clock_nets.png
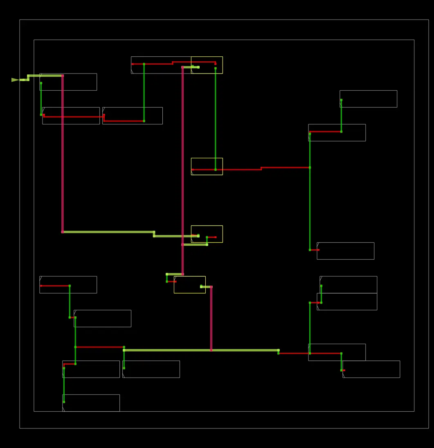
port_trees.png
Drawn at 8 px/um.
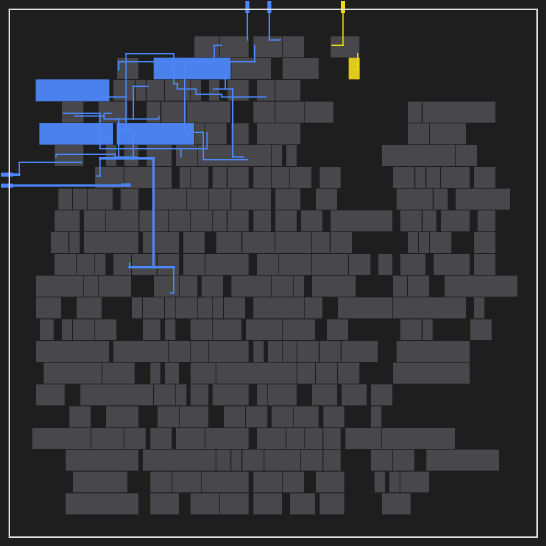
layers.png
Drawn at 6 px/um.
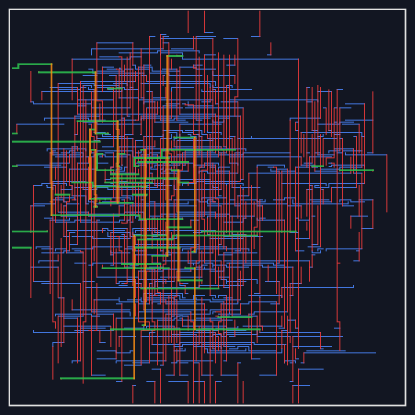
ff_map.png
Drawn at 4 px/um. Other sequential cells in the stronger grey, the rest of the logic in the fainter grey.
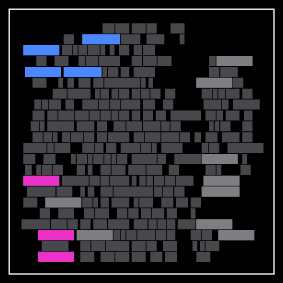
--- config.mk ---
export PLATFORM = sky130hd
export DESIGN_NAME = bf_fetch_decode
export DESIGN_NICKNAME = d
export VERILOG_FILES = /design/src/rtl/bf_fetch_decode.sv
export SDC_FILE = /design/constraint.sdc
export NUM_CORES = 1
export LEC_CHECK = 0
export CORE_MARGIN = 2
export CORE_UTILIZATION = 40
export CTS_CLUSTER_DIAMETER = 50
export DETAILED_ROUTE_END_ITERATION = 8
export PLACE_DENSITY = 0.63
export SETUP_SLACK_MARGIN = 0.02
export SYNTH_ARGS = -nofsm -noshare
export SYNTH_HDL_FRONTEND = slang
export SYNTH_SLANG_ARGS = --single-unit
export TNS_END_PERCENT = 10
--- constraint.sdc ---
create_clock -name clk -period 1.8 [get_ports clk]
set_input_delay 0.18 -clock clk [delete_from_list [all_inputs] [get_ports clk]]
set_output_delay 0.18 -clock clk [all_outputs]
set_load 0.01 [all_outputs]
--- src/rtl/bf_fetch_decode.sv ---
// Brainfuck fetch/decode front end: walks a synchronous program ROM, offers
// arithmetic/IO commands to an execute stage over a valid/ready handshake and
// resolves '[' / ']' itself by scanning the ROM for the matching bracket.
module bf_fetch_decode #(
    parameter int ADDR_W  = 4,
    parameter int DEPTH_W = 4
) (
    input  logic              clk,
    input  logic              reset,
    output logic [ADDR_W-1:0] addrOut,
    input  logic [7:0]        dataIn,
    input  logic              cellZero,
    output logic              cmdValid,
    input  logic              cmdReady,
    output logic [2:0]        cmdOp,
    output logic              halted,
    output logic              error
);
    typedef enum logic [2:0] {
        FETCH, DECODE, ISSUE, SCAN_WAIT, SCAN_CHECK, HALT
    } state_t;

    localparam logic [ADDR_W-1:0]  PC_MAX    = {ADDR_W{1'b1}};
    localparam logic [ADDR_W-1:0]  PC_ONE    = ADDR_W'(1);
    localparam logic [DEPTH_W-1:0] DEPTH_MAX = {DEPTH_W{1'b1}};
    localparam logic [DEPTH_W-1:0] DEPTH_ONE = DEPTH_W'(1);

    state_t             state_q, state_d;
    logic [ADDR_W-1:0]  pc_q, pc_d;
    logic [DEPTH_W-1:0] depth_q, depth_d;
    logic               fwd_q, fwd_d;
    logic [2:0]         op_q, op_d;
    logic               err_q, err_d;

    logic       is_cmd;
    logic [2:0] dec_op;
    logic       is_open, is_close, scan_inc, scan_dec;
    logic       pc_top, pc_bot;

    assign is_open  = (dataIn == 8'h5B);
    assign is_close = (dataIn == 8'h5D);
    // Forward scans nest on '[' and unwind on ']'; backward scans the reverse.
    assign scan_inc = fwd_q ? is_open  : is_close;
    assign scan_dec = fwd_q ? is_close : is_open;
    assign pc_top   = (pc_q == PC_MAX);
    assign pc_bot   = (pc_q == '0);

    // Map the six executable characters onto command codes
    always_comb begin
        is_cmd = 1'b1;
        dec_op = 3'd0;
        case (dataIn)
            8'h2B:   dec_op = 3'd0;
            8'h2D:   dec_op = 3'd1;
            8'h3E:   dec_op = 3'd2;
            8'h3C:   dec_op = 3'd3;
            8'h2E:   dec_op = 3'd4;
            8'h2C:   dec_op = 3'd5;
            default: is_cmd = 1'b0;
        endcase
    end

    // Next-state logic: sequencing, bracket scans and halt conditions
    always_comb begin
        state_d = state_q;
        pc_d    = pc_q;
        depth_d = depth_q;
        fwd_d   = fwd_q;
        op_d    = op_q;
        err_d   = err_q;
        case (state_q)
            FETCH: state_d = DECODE;
            DECODE: begin
                if (is_cmd) begin
                    op_d    = dec_op;
                    state_d = ISSUE;
                end else if (dataIn == 8'h00) begin
                    state_d = HALT;
                end else if (is_open && cellZero) begin
                    depth_d = DEPTH_ONE;
                    fwd_d   = 1'b1;
                    if (pc_top) begin
                        state_d = HALT;
                        err_d   = 1'b1;
                    end else begin
                        pc_d    = pc_q + PC_ONE;
                        state_d = SCAN_WAIT;
                    end
                end else if (is_close && !cellZero) begin
                    depth_d = DEPTH_ONE;
                    fwd_d   = 1'b0;
                    if (pc_bot) begin
                        state_d = HALT;
                        err_d   = 1'b1;
                    end else begin
                        pc_d    = pc_q - PC_ONE;
                        state_d = SCAN_WAIT;
                    end
                end else if (pc_top) begin
                    // Fall-through bracket or comment byte at the last address
                    state_d = HALT;
                end else begin
                    pc_d    = pc_q + PC_ONE;
                    state_d = FETCH;
                end
            end
            ISSUE: begin
                if (cmdReady) begin
                    if (pc_top) begin
                        state_d = HALT;
                    end else begin
                        pc_d    = pc_q + PC_ONE;
                        state_d = FETCH;
                    end
                end
            end
            SCAN_WAIT: state_d = SCAN_CHECK;
            SCAN_CHECK: begin
                if (dataIn == 8'h00 || (scan_inc && depth_q == DEPTH_MAX)) begin
                    state_d = HALT;
                    err_d   = 1'b1;
                end else if (scan_dec && depth_q == DEPTH_ONE) begin
                    // Matching bracket found: resume just past it
                    depth_d = '0;
                    if (pc_top) begin
                        state_d = HALT;
                    end else begin
                        pc_d    = pc_q + PC_ONE;
                        state_d = FETCH;
                    end
                end else begin
                    if (scan_inc)      depth_d = depth_q + DEPTH_ONE;
                    else if (scan_dec) depth_d = depth_q - DEPTH_ONE;
                    if (fwd_q ? pc_top : pc_bot) begin
                        state_d = HALT;
                        err_d   = 1'b1;
                    end else begin
                        pc_d    = fwd_q ? (pc_q + PC_ONE) : (pc_q - PC_ONE);
                        state_d = SCAN_WAIT;
                    end
                end
            end
            HALT:    state_d = HALT;
            default: state_d = FETCH;
        endcase
    end

    // State registers, cleared asynchronously by reset
    always_ff @(posedge clk or posedge reset) begin
        if (reset) begin
            state_q <= FETCH;
            pc_q    <= '0;
            depth_q <= '0;
            fwd_q   <= 1'b1;
            op_q    <= 3'd0;
            err_q   <= 1'b0;
        end else begin
            state_q <= state_d;
            pc_q    <= pc_d;
            depth_q <= depth_d;
            fwd_q   <= fwd_d;
            op_q    <= op_d;
            err_q   <= err_d;
        end
    end

    assign addrOut  = pc_q;
    assign cmdValid = (state_q == ISSUE);
    assign cmdOp    = op_q;
    assign halted   = (state_q == HALT);
    assign error    = err_q;
endmodule

==> changes_impl.md <==
### Metrics

* Max Freq at 506 MHz
* Largest net degree at the start of global routing at 11
* Pre-antenna DRT Iters at 4
* Status: finished, violations left
* First-pass GRT wire length at 8.22 mm
* P_int at 1.78 mW
* M2 GR Usage at 44.1%
* Top sig layer: met4
* Flop share of the area at 16.5%
* Clk cell area share at 2.25%
* Post-Syn Area at 1530 um^2
* Dominant class by area: multi-input combinational cells
* Met3 wire length at 317 um
* Inst Count DP at 288
* Synth-to-layout area growth at 59.9%
* Non-Filler Instances at 295
* Antenna Nets Post-Route at 0
* Seq power at 0.589 mW
* # IOs at 22
* Area leader, netlist: dfrtp_1
* Max incr delay on CP at 0.56 ns
* CTS buffer count at 3
* Sw Share at 41.9%
* Flip-flops with a built-in enable at 0
* Mapped Cells at 176
* Main power group: combinational cells
* Post-route clock period utilization at 110%
* Initial antenna violation count at 0
* Final hold vios at 0
* Logic share of the area at 50.7%
* Highest-delay cell along the critical path: dfstp_2
* Failing checks: setup timing
* Post-Layout Inst Area at 2440 um^2
* Share of cells above drive strength 1 at 42.9%
* Count of final setup violators at 12
* Wire length on met1 at 2.18 mm
* Sequential share of power at 19.3%
* Clk network pwr share at 11.4%
* Final worst slack at -0.178 ns
* Crit Path Max Fanout at 4
* Comb_multi_in at 142
* Met1 Resource Use GR at 28.9%
* Worst hold path type: in2async
* Pre-CTS WS at -0.534 ns
* Via count at 1708
* Net Sw Power at 1.28 mW
* Area after DPL at 2200 um^2
* Starting density of the core at 41.7%
* Via density at 5.79
* Top cells by area, synth: dfrtp_1 (25%), ha_1 (4.1%), nor2_1 (3.4%)
* Top FF cell, synth: dfrtp_1
* Top cell excl fill/tap: buf_4
* Top cell area share at 24.6%
* Total power at 3.06 mW
* Worst reg2reg setup slack at -0.18 ns
* Clock buffer depth at 2
* Hold WS at 0.226 ns
* Synth Seq Share at 26.3%
* Clock-pin slew on the worst setup and hold paths at 0.07 ns
* Total track usage at 25.0%
* # Max-Cap Violations at 0
* Gpl congestion at 0.964
* Final Critical Period at 1.98 ns
* Die span in y at 65.8 um
* RSZ-0062 raised after global routing: yes
* Storage element area at 404 um^2
* Yosys synthesis chip area at 1530 um^2
* Critical path data arrival time at 2.13 ns
* # DRC at 0
* Non-clock buffer share at 26.6%
* Vias in the first global route at 1810
* Routed wl met2 at 2.64 mm
* Max-slew violation count at 0
* Layout Nets at 265
* Flops after synth at 16
* Setup TNS at -0.862 ns
* Slew headroom at 67.7%
* Least-Margin Pin Slew at 0.481 ns
* GRT Max-Usage Layer: met2
* Signal buffers at 76
* Post-synthesis cell type count at 66
* Crit path kind: reg2reg
Back to the opening pictures, clock_nets.png:
clock-net power: 0.349 mW
skew final: 0.00136 ns
clock sink count: 16
clock latency on the worst-skew pair: 0.26 ns

Back to the opening pictures, port_trees.png:
colour	port	direction	end cells	wire
yellow	reset	input	1	8.30 um
blue	addrOut	output	4	222 um

Back to the opening pictures, layers.png:
colour	layer	wire length
red	M2	2640 um
green	M3	318 um
blue	M1	2180 um
orange	M4	204 um

Back to the opening pictures, ff_map.png:
colour	name in the netlist	flops
blue	addrOut	4
magenta	state_q	3

## synthesized netlist by cell type, drive strengths merged (2+ instances only)
library cell	count
o31ai	2
nand3b	2
nor4	2
a211o	2
a32o	2
nand3	5
or3b	2
nor2	15
o211ai	5
a22oi	3
xnor2	6
nor2b	3
nand2	11
a21oi	4
mux2	2
and2	2
or3	3
nand2b	2
o22ai	3
nand4	3
dfrtp	15
and3b	2
o211a	2
nor3b	8
ha	5
inv	9
a31oi	3
nor3	2
and3	3
mux2i	4
o21a	2
a21o	3
o21bai	2
o21ai	11
buf	8
## worst paths after layout
| check | from | to | cells after the start |
|---|---|---|---|
| setup / recovery | fwd_q | addrOut[1] | 7 |
| hold / removal | reset | addrOut[3] | 2 |
| setup reg to reg | fwd_q | addrOut[1] | 7 |
| hold reg to reg | cmdOp[2] | cmdOp[2] | 2 |
| max in group asynchronous | reset | fwd_q | 3 |
| min in group clk | dataIn[1] | cmdOp[0] | 2 |
## critical path: cells and delay by family (launching register included)
kind / cells / cell delay (ns)
compound gates: 3 / 0.66
flops: 1 / 0.56
mux: 1 / 0.29
simple gates: 2 / 0.20
buf+inv: 1 / 0.14
## kinds of logic after synthesis
| family | after synthesis | share of synthesized area, % |
|---|---|---|
| XOR/XNOR | 7 | 4.01 |
| flip-flops | 16 | 26.3 |
| buffers and inverters | 18 | 5.98 |
| adder cells (fa/ha/maj) | 5 | 4.10 |
| AND/OR/NAND/NOR | 70 | 28.0 |
| AND-OR/OR-AND | 54 | 27.5 |
| multiplexers | 6 | 4.10 |
## what timing repair did
| item | 4_1_cts | 5_1_grt |
|---|---|---|
| buffers inserted | 1 | 2 |
| endpoints found under the setup margin | 13 | 12 |
| pin swaps | 5 | 13 |
| resized | 22 | 20 |
| cloned | 0 | 0 |
Power figures rest on the tool's default switching activity, not on a simulated workload.
